## config.mk

```make
export PLATFORM = sky130hd
export DESIGN_NAME = dmem_ctl
export DESIGN_NICKNAME = d
export VERILOG_FILES = /design/src/rtl/dmem_ctl_pkg.sv /design/src/rtl/dload_align.sv /design/src/rtl/dmem_ctl.sv
export SDC_FILE = /design/constraint.sdc
export NUM_CORES = 1
export LEC_CHECK = 0
export CORE_ASPECT_RATIO = 0.7
export CORE_UTILIZATION = 39
export DETAILED_ROUTE_END_ITERATION = 8
export GPL_TIMING_DRIVEN = 0
export HOLD_SLACK_MARGIN = 0.15
export PLACE_DENSITY = 0.78
export SYNTH_ARGS = -nofsm -noshare
export SYNTH_HDL_FRONTEND = slang
export SYNTH_SLANG_ARGS = --single-unit
```

## constraint.sdc

```tcl
create_clock -name SYSCLK -period 2.9 [get_ports SYSCLK]
set_input_delay 0.87 -clock SYSCLK [delete_from_list [all_inputs] [get_ports SYSCLK]]
set_output_delay 0.87 -clock SYSCLK [all_outputs]
set_load 0.005 [all_outputs]
```

## src/rtl/dmem_ctl_pkg.sv

```systemverilog
// Shared definitions for the M-stage data-memory controller: byte-lane
// encodings (bit 3 = byte 0, big-endian) and the one-hot FSM state.
package dmem_ctl_pkg;

  localparam logic [3:0] BE_B0 = 4'b1000;
  localparam logic [3:0] BE_B1 = 4'b0100;
  localparam logic [3:0] BE_B2 = 4'b0010;
  localparam logic [3:0] BE_B3 = 4'b0001;
  localparam logic [3:0] BE_H0 = 4'b1100;
  localparam logic [3:0] BE_H1 = 4'b0011;
  localparam logic [3:0] BE_W  = 4'b1111;

  typedef enum logic [2:0] {
    ST_IDLE = 3'b001,
    ST_REQ  = 3'b010,
    ST_DONE = 3'b100
  } dm_state_t;

endpackage

```

## src/rtl/dload_align.sv

```systemverilog
// Load-data lane select and sign/zero extension, driven by the captured
// byte enables of the access.
module dload_align
  import dmem_ctl_pkg::*;
(
  input  logic [3:0]  byen,
  input  logic        sgn,
  input  logic [31:0] rdata,
  output logic [31:0] ldata
);

  function automatic logic [31:0] ext8(input logic [7:0] b, input logic s);
    logic signed [7:0]  bs;
    logic signed [31:0] bx;
    bs = b;
    bx = bs;
    return s ? bx : {24'd0, b};
  endfunction

  function automatic logic [31:0] ext16(input logic [15:0] h, input logic s);
    logic signed [15:0] hs;
    logic signed [31:0] hx;
    hs = h;
    hx = hs;
    return s ? hx : {16'd0, h};
  endfunction

  always_comb begin
    ldata = rdata;
    case (byen)
      BE_B0:   ldata = ext8(rdata[31:24], sgn);
      BE_B1:   ldata = ext8(rdata[23:16], sgn);
      BE_B2:   ldata = ext8(rdata[15:8], sgn);
      BE_B3:   ldata = ext8(rdata[7:0], sgn);
      BE_H0:   ldata = ext16(rdata[31:16], sgn);
      BE_H1:   ldata = ext16(rdata[15:0], sgn);
      BE_W:    ldata = rdata;
      default: ldata = rdata;
    endcase
  end

endmodule

```

## src/rtl/dmem_ctl.sv

```systemverilog
// M-stage data-memory controller: captures the E-stage access, runs one
// request/acknowledge per load or store, stalls until ACK, registers load data.
module dmem_ctl
  import dmem_ctl_pkg::*;
(
  input  logic        SYSCLK,
  input  logic        RESET_D2_R_N,
  input  logic        CLMI_RHOLD,
  input  logic [31:0] DADDR_E,
  input  logic [3:0]  DBYEN_E,
  input  logic        DWORD_E,
  input  logic        DADALERR_E,
  input  logic        DREAD_E,
  input  logic        DWRITE_E,
  input  logic        DSIGNED_E,
  input  logic [31:0] ADATAREG_M_R,
  output logic        DM_REQ,
  output logic        DM_WR,
  output logic [31:0] DM_ADDR,
  output logic [3:0]  DM_BE,
  output logic [31:0] DM_WDATA,
  input  logic        DM_ACK,
  input  logic [31:0] DM_RDATA,
  output logic        DM_HOLD,
  output logic [31:0] LDATA_W_R,
  output logic        LDVALID_W_R,
  output logic        DADALERR_M_R
);

  logic [31:0] addr_p1;
  logic [3:0]  byen_p1;
  logic        sgn_p1;
  logic        rd_p1;
  logic        wr_p1;
  logic        alerr_p1;
  logic        vld_p1;

  dm_state_t   state;
  dm_state_t   state_nxt;
  logic        req_act;
  logic        ack_ev;
  logic [31:0] ldata_al;

  // Word access and low address bits are implied by the byte enables.
  logic        unused_bits;
  assign unused_bits = ^{addr_p1[1:0], DWORD_E};

  // ---- E -> M capture ----
  always_ff @(posedge SYSCLK or negedge RESET_D2_R_N) begin
    if (!RESET_D2_R_N) begin
      addr_p1  <= '0;
      byen_p1  <= '0;
      sgn_p1   <= 1'b0;
      rd_p1    <= 1'b0;
      wr_p1    <= 1'b0;
      alerr_p1 <= 1'b0;
    end else if (!CLMI_RHOLD) begin
      addr_p1  <= DADDR_E;
      byen_p1  <= DBYEN_E;
      sgn_p1   <= DSIGNED_E;
      rd_p1    <= DREAD_E;
      wr_p1    <= DWRITE_E;
      alerr_p1 <= DADALERR_E;
    end
  end

  assign vld_p1       = (rd_p1 | wr_p1) & ~alerr_p1;
  assign DADALERR_M_R = alerr_p1 & (rd_p1 | wr_p1);

  // ---- M-stage request FSM ----
  always_ff @(posedge SYSCLK or negedge RESET_D2_R_N) begin
    if (!RESET_D2_R_N) state <= ST_IDLE;
    else               state <= state_nxt;
  end

  // A fresh capture in IDLE requests in the same cycle, so IDLE+valid acts as REQ.
  always_comb begin
    state_nxt = state;
    req_act   = 1'b0;
    case (state)
      ST_IDLE, ST_REQ: begin
        if (state == ST_REQ || vld_p1) begin
          req_act = 1'b1;
          if (!DM_ACK)         state_nxt = ST_REQ;
          else if (CLMI_RHOLD) state_nxt = ST_DONE;
          else                 state_nxt = ST_IDLE;
        end
      end
      ST_DONE: begin
        if (!CLMI_RHOLD) state_nxt = ST_IDLE;
      end
      default: state_nxt = ST_IDLE;
    endcase
  end

  assign ack_ev   = req_act & DM_ACK;
  assign DM_REQ   = req_act;
  assign DM_WR    = req_act & wr_p1;
  assign DM_ADDR  = req_act ? {addr_p1[31:2], 2'b00} : 32'd0;
  assign DM_BE    = req_act ? byen_p1 : 4'd0;
  assign DM_WDATA = req_act ? ADATAREG_M_R : 32'd0;
  assign DM_HOLD  = req_act & ~DM_ACK;

  dload_align u_align (
    .byen  (byen_p1),
    .sgn   (sgn_p1),
    .rdata (DM_RDATA),
    .ldata (ldata_al)
  );

  // ---- M -> W load result ----
  always_ff @(posedge SYSCLK or negedge RESET_D2_R_N) begin
    if (!RESET_D2_R_N) begin
      LDATA_W_R   <= '0;
      LDVALID_W_R <= 1'b0;
    end else if (ack_ev) begin
      if (rd_p1 && !wr_p1) begin
        LDATA_W_R   <= ldata_al;
        LDVALID_W_R <= 1'b1;
      end else begin
        LDVALID_W_R <= 1'b0;
      end
    end else if (!CLMI_RHOLD) begin
      LDVALID_W_R <= 1'b0;
    end
  end

endmodule
```

==> flow_summary.json, run 1 <==
{
  "routed_wl_microns": 13500,
  "dp_hpwl_microns": 9780,
  "top_usage_layer": "met2",
  "route.met2.wl_microns": 6400,
  "place_area_sq_um": 6040,
  "slowest_delay_ps": 530,
  "cp_cell_sequence": "or4b_4 > o32ai_4 > buf_12 > buf_12 > buf_8 > buf_6 > and2_4 > buf_6",
  "period_needed_ps": 3080,
  "failed_checks": "negative setup slack",
  "place.gp.congestion": 0.860,
  "non_clock_buffer_area_share_pct": 36.9,
  "setup-tns-final_ps": -6720,
  "post-route-period-util_pct": 106,
  "dpl_worst_slack_ps": -362,
  "ys_seq_elements": 74,
  "hold_ws_ps": 449,
  "grt_pass1_vias": 3780,
  "portBuffers": 207,
  "hold_violations": 0,
  "swShare_pct": 28.6,
  "yosys-stat-cells": 364,
  "power_density_nw_per_um2": 661,
  "fp_util_pct": 41.0,
  "top_layer": "met4",
  "ys_area_sq_um": 3780,
  "synthesis.area_sq_um": 3780,
  "top_area_cell": "dfrtp_1",
  "ctsHtreeMaxLevel": 3,
  "n_tap_cell": 124,
  "regMostFlops": "LDATA_W_R",
  "crit_fanout": 6,
  "io_pins": 214,
  "warning_count": 31,
  "met3_length_microns": 920,
  "hold_buffers": 0,
  "maxSlewViolCount": 0,
  "setup_slack_ps": -180,
  "regArea_sq_um": 1850,
  "cp-start-kind": "flop",
  "path_delay_family": "simple AND/OR/NAND/NOR gates",
  "antenna_left": 0,
  "cts_resized": 348,
  "ys_seq_share_pct": 49.0,
  "grtUsageMet3_pct": 5.71,
  "hold_class": "in -> async",
  "yosysMostFrequentCell": "dfrtp_1",
  "arrival_ps": 2210,
  "ir_drop_mv": 0.354,
  "netlist_instances": 364,
  "leakage_nw": 3.00,
  "clkCellAreaFrac_pct": 3.86,
  "synthDistinctLibCells": 40,
  "inverters": 1,
  "edf_count": 0,
  "vias": 3745,
  "fin_nets": 713,
  "flops": 74,
  "dominant_cells": "non-clock buffers",
  "cts_setup_buffers": 11,
  "grt_max_degree": 50,
  "status": "finished, violations left",
  "power-top-group": "combinational cells",
  "largest_reg_flops": 32,
  "num-multi-input-gates": 260,
  "cts_tree": "built",
  "dieWidth_microns": 120,
  "yosys-top-cells-area": "dfrtp_1 48%, mux2_2 11%, and2_1 11%",
  "async_reset_ff_share_pct": 100,
  "cts-root-buf": "clkbuf_16",
  "path_clk_slew_ps": 60,
  "globalRouteMet1Util_pct": 36.1,
  "ys_dominant_reg_cell": "dfrtp_1",
  "viasPerCell": 5.12,
  "cts.path.max_buffers": 2,
  "largestRegisters": "LDATA_W_R (32), addr_p1 (30), byen_p1 (4)",
  "tightest_slew_ps": 1250,
  "die_h_microns": 84.4,
  "maxCapViolations": 0,
  "wl_met1_microns": 5960,
  "cp.required_ps": 2030,
  "wire_per_inst_microns": 18.5,
  "placedCellCount": 697,
  "final_cells": 731,
  "comb_area_sq_um": 1890,
  "comb_power_mw": 1.90,
  "top_cells_by_count": "73 x dfrtp_1, 68 x and2_1, 38 x mux2_2, 31 x nand2_1, 24 x a21oi_1",
  "fmax_ghz": 0.325,
  "power_frac_comb_pct": 43.6,
  "grt_pass1_wl_microns": 20700,
  "antenna_found_initial": 0,
  "end_kind": "output port",
  "p_sw_mw": 1.25,
  "cts.sinks": 74,
  "comb_area_share_pct": 28.7,
  "crit_buf_inv": 5,
  "overflow": 0,
  "postSynthAreaPerCell_sq_um": 10.4,
  "fill_cells": 685,
  "p_seq_mw": 1.46,
  "slew_headroom_pct": 15.8,
  "yosys_warnings": 0,
  "post-route-drc-count": 0,
  "drive_gt1_share_pct": 32.9,
  "top_cell_area_share_pct": 48.3,
  "grt_use_total_pct": 26.8,
  "use_met2_pct": 43.1,
  "critPathKind": "reg -> out",
  "cp_slowest_cell": "dfstp_2",
  "diodes": 0,
  "setup_violations": 68,
  "p_int_mw": 3.11,
  "clkbuf_count": 14,
  "total_power_mw": 4.36,
  "drt_iter0_markers": 263,
  "buffers": 258,
  "first_pass_iters": 5,
  "pwr-share-seq_pct": 33.6,
  "dieArea_sq_um": 10100,
  "cts_made_buffers": 9,
  "rsz0062_at_grt": "true",
  "syn2layout_area_growth_pct": 74.3,
  "clock_skew_ps": 6.83
}
run 1: logic make-up (layout without fill, tap and decap cells):
| logic type | after synthesis | after routing | synth area share [%] |
|---|---|---|---|
| and+or+nand+nor | 127 | 127 | 18.8 |
| AOI/OAI and AO/OA | 91 | 91 | 16.7 |
| DFF | 74 | 74 | 49.0 |
| muxes | 38 | 38 | 11.3 |
| buffers and inverters | 31 | 273 | 3.64 |
| xor gates and xnor gates | 2 | 2 | 0.464 |
| other | 1 | 2 | 0.0992 |
run 1: final timing paths:
path | from | end | slack [ps] | cells after the start
setup / recovery | state[0]$_DFFE_PN1P_ | DM_WDATA[20] | -180 | 8
hold / removal | RESET_D2_R_N | addr_p1[13]$_DFFE_PN0N_ | 450 | 1
max in group asynchronous | RESET_D2_R_N | state[0]$_DFFE_PN1P_ | 1850 | 2
min in group SYSCLK | LDATA_W_R[10]$_DFFE_PN0P_ | LDATA_W_R[10]$_DFFE_PN0P_ | 480 | 1
hold reg to reg | LDATA_W_R[10]$_DFFE_PN0P_ | LDATA_W_R[10]$_DFFE_PN0P_ | 480 | 1
setup reg to reg | state[0]$_DFFE_PN1P_ | LDATA_W_R[16]$_DFFE_PN0P_ | 420 | 11
run 1: cells in the final DEF, fill, tap and decap left out, types with 3 or more instances in the layout:
cell type,instances
a211oi_1,5
a211oi_2,4
a21o_1,15
a21oi_1,24
a222oi_1,7
a22oi_1,8
and2_1,31
and2_4,37
and3_1,3
buf_2,37
buf_4,10
buf_6,45
buf_8,5
clkbuf_1,17
clkbuf_16,10
clkbuf_8,5
clkdlybuf4s50_1,137
dfrtp_1,73
mux2_2,38
nand2_1,31
nor2_1,12
o21ai_0,4
o21ai_1,17
**Run 1: power grid**

Pins as bars on the die edge. Tap cells in grey.
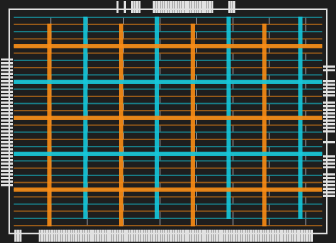
VDD -> cyan
VSS -> orange
met1 rails = 30
met5 straps = 5

**Run 1: cells coloured by class**

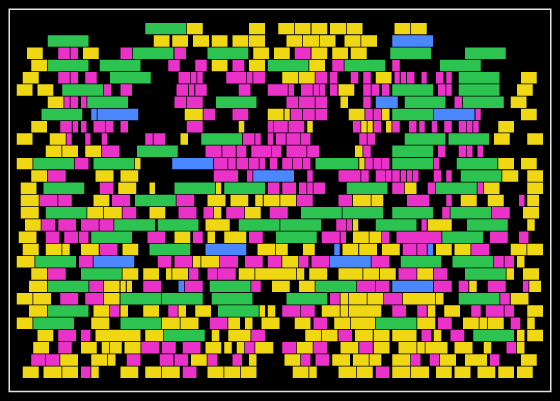
remaining buffers and delay cells -> yellow  # cells 258, share of their area 38%
clock drivers and dummy loads -> blue  # cells 14, share of their area 3.9%
combinational and other logic -> magenta  # cells 261, share of their area 29%
sequential cells -> green  # cells 74, share of their area 29%
fin area: 6590 sq um
area of the core: 9220 sq um
Seq/total area: 28.1%
std cell rows: 29
Final Core Density: 71.5%

**Run 1: routed clock nets over the placement**

Scale bar: 20 microns.
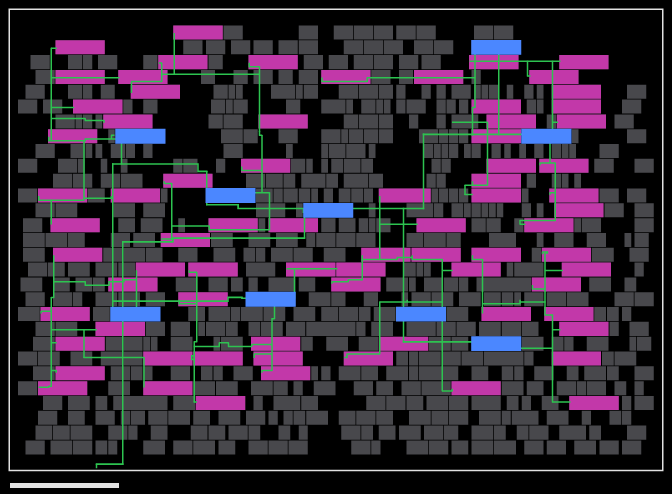
flip-flops -> magenta  # count 74
clock wires -> green  # length 1000 microns
clock drivers -> blue  # count 9
routed clock nets = 10
worst skew pair latency: 340 ps
clk pwr: 993 uW
clock power share: 22.8%

--- run 2 (diff from run 1) ---
Settings changed: CORE_ASPECT_RATIO 0.7 to 1.4, SLEW_MARGIN from default to 5.
**Run 2: routed clock nets over the placement**

Scale bar: 20 microns.
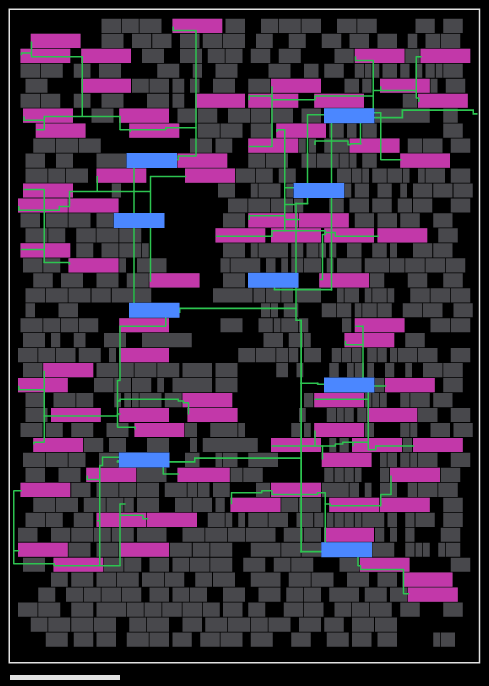
clock drivers -> blue  # count 9
clock wires -> green  # length 944 microns
flip-flops -> magenta  # count 74
flops lie = widely spread

==> flow_summary.json, run 2 <==
{
  "fin_nets": 719,
  "ir_drop_mv": 0.310,
  "ys_seq_share_pct": 49.0,
  "dieWidth_microns": 85.2,
  "leakage_nw": 3.12,
  "status": "finished, violations left",
  "cp-start-kind": "flop",
  "arrival_ps": 2170,
  "grt_max_degree": 61,
  "dieArea_sq_um": 10100,
  "io_pins": 214,
  "finalInstanceArea_sq_um": 6920,
  "routed_wl_microns": 12800,
  "yosys_warnings": 0,
  "yosysMostFrequentCell": "dfrtp_1",
  "cts_made_buffers": 9,
  "crit_fanout": 5,
  "setup_violations": 62,
  "regMostFlops": "LDATA_W_R",
  "largestRegisters": "LDATA_W_R (32), addr_p1 (30), byen_p1 (4)",
  "postSynthAreaPerCell_sq_um": 10.4,
  "top_usage_layer": "met2",
  "regArea_sq_um": 1850,
  "fp_util_pct": 40.0,
  "top_area_cell": "dfrtp_1",
  "path_clk_slew_ps": 60,
  "place_area_sq_um": 6020,
  "route.met2.wl_microns": 6630,
  "ys_seq_elements": 74,
  "cp-startpoint": "state[0]$_DFFE_PN1P_",
  "hold_class": "in -> async",
  "crit_end": "DM_WDATA[10]",
  "cts.sinks": 74,
  "drive_gt1_share_pct": 38.4,
  "wire_per_inst_microns": 17.7,
  "diodes": 0,
  "clkPwrFrac_pct": 21.9,
  "end_kind": "output port",
  "total_power_mw": 4.55,
  "met3_length_microns": 943,
  "slew_headroom_pct": 19.1,
  "tightest_slew_ps": 1200,
  "lay_top_cells": "137 x clkdlybuf4s50_1, 80 x buf_6, 73 x dfrtp_1",
  "ys_dominant_reg_cell": "dfrtp_1",
  "antenna_left": 0,
  "grt_pass1_wl_microns": 19500,
  "cts.path.max_buffers": 2,
  "use_met2_pct": 44.0,
  "ys_area_sq_um": 3780,
  "drt_iter0_markers": 214,
  "post-route-period-util_pct": 105,
  "fill_cells": 704,
  "netlist_instances": 364,
  "critPathKind": "reg -> out",
  "wl_met1_microns": 4770,
  "yosys-top-cells-area": "dfrtp_1 48%, mux2_2 11%, and2_1 11%",
  "mostFrequentLayoutCell": "clkdlybuf4s50_1",
  "rsz0062_at_grt": "true",
  "dp_hpwl_microns": 8780,
  "power_frac_comb_pct": 45.9,
  "cp_cell_sequence": "or4b_4 > o32ai_4 > buf_6 > buf_8 > buf_8 > buf_6 > and2_4 > buf_6",
  "synthDistinctLibCells": 40,
  "top_layer": "met4",
  "slowest_delay_ps": 520,
  "portBuffers": 207,
  "ctsHtreeMaxLevel": 3,
  "fmax_ghz": 0.329,
  "synthesis.area_sq_um": 3780,
  "pwr-share-seq_pct": 32.2,
  "power_density_nw_per_um2": 658,
  "r2r_slack_ps": 470,
  "antenna_found_initial": 0,
  "first_pass_iters": 7,
  "final_cells": 725,
  "placedCellCount": 683,
  "hold_violations": 0,
  "die_h_microns": 118,
  "grtUsageMet3_pct": 6.63,
  "r2r-start": "state[0]$_DFFE_PN1P_",
  "period_needed_ps": 3040,
  "grt_pass1_vias": 3856,
  "viasPerCell": 5.26,
  "core-area_sq_um": 9460,
  "clock_skew_ps": 4.00,
  "maxCapViolations": 0,
  "setup_slack_ps": -141,
  "failed_checks": "negative setup slack",
  "timing.rr.end": "LDATA_W_R[18]$_DFFE_PN0P_",
  "edf_count": 0,
  "grt_use_total_pct": 25.2,
  "warning_count": 31,
  "yosys-stat-cells": 364,
  "syn2layout_area_growth_pct": 83.0,
  "cts_tree": "built",
  "place.gp.congestion": 0.858,
  "globalRouteMet1Util_pct": 28.4,
  "cts-root-buf": "clkbuf_16",
  "swShare_pct": 27.9,
  "comb_area_sq_um": 1960,
  "overflow": 0,
  "maxSlewViolCount": 0,
  "largest_reg_flops": 32,
  "cp.required_ps": 2030,
  "rows": 42,
  "top_cells_by_count": "73 x dfrtp_1, 68 x and2_1, 38 x mux2_2, 31 x nand2_1, 24 x a21oi_1"
}
**Run 2: cells coloured by class**

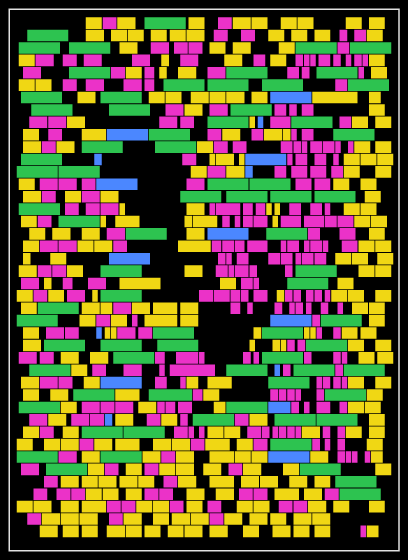
clock drivers and dummy loads -> blue  # cells 16, share of their area 3.9%
combinational and other logic -> magenta  # cells 261, share of their area 29%
sequential cells -> green  # cells 74, share of their area 27%
remaining buffers and delay cells -> yellow  # cells 264, share of their area 40%

==> run 2: cell counts after synthesis <==
Identical to the previous run, type by type.
==> run 2: stage by stage <==
stage | worst slack [ps] | TNS, ps | util, % | hold WS, ps
after floorplan | 415 | 0 | - | 471
after global placement | -1660 | -140850 | 63.4 | 462
after detailed placement | -390 | -19190 | 63.6 | 466
after CTS | -192 | -7990 | 70.4 | 394
after global routing | -211 | -7050 | 73.1 | 403
final | -141 | -3030 | 73.1 | 396
==> run 2: worst max-delay path: cells and delay by family, from the launching register on <==
family | cells | cell delay [ps]
buffers and inverters | 5 | 580
AOI/OAI and AO/OA | 1 | 140
DFF | 1 | 520
and+or+nand+nor | 2 | 600
==> run 2: cells by family after synthesis <==
kind of cell / count (synthesis) / synth area share, %
XOR/XNOR: 2 / 0.464
AND-OR/OR-AND: 91 / 16.7
buffers and inverters: 31 / 3.64
multiplexers: 38 / 11.3
other: 1 / 0.0992
AND/OR/NAND/NOR: 127 / 18.8
flip-flops: 74 / 49.0
==> run 2: layout make-up <==
cell class	instances	area share (%)
multi-input combinational	260	28.3
clock inverter	3	0.217
inverter	1	0.0543
buffer	29	2.86
tap	110	1.99
sequential	74	26.8
timing repair buffer	235	36.2
clock buffer	13	3.62
==> run 2: power groups by stage <==
stage | combinational [mW] | sequential (mW) | clock, mW
finish | 2.09 | 1.47 | 0.997
floorplan | 0.556 | 1.47 | 0
global placement | 1.55 | 1.46 | 0
CTS | 1.89 | 1.46 | 1.02
global route | 2.23 | 1.50 | 1.06
detailed placement | 1.59 | 1.48 | 0
==> run 2: what timing repair did <==
action / CTS / global route
gates resized: 359 / 102
setup endpoints to repair: 69 / 69
buffers inserted: 20 / 4
gates cloned: 5 / 1
pin swaps: 35 / 21
hold buffers: 0 / 0
endpoints found under the hold margin: 0 / 0
Power figures rest on the tool's default switching activity, not on a simulated workload.
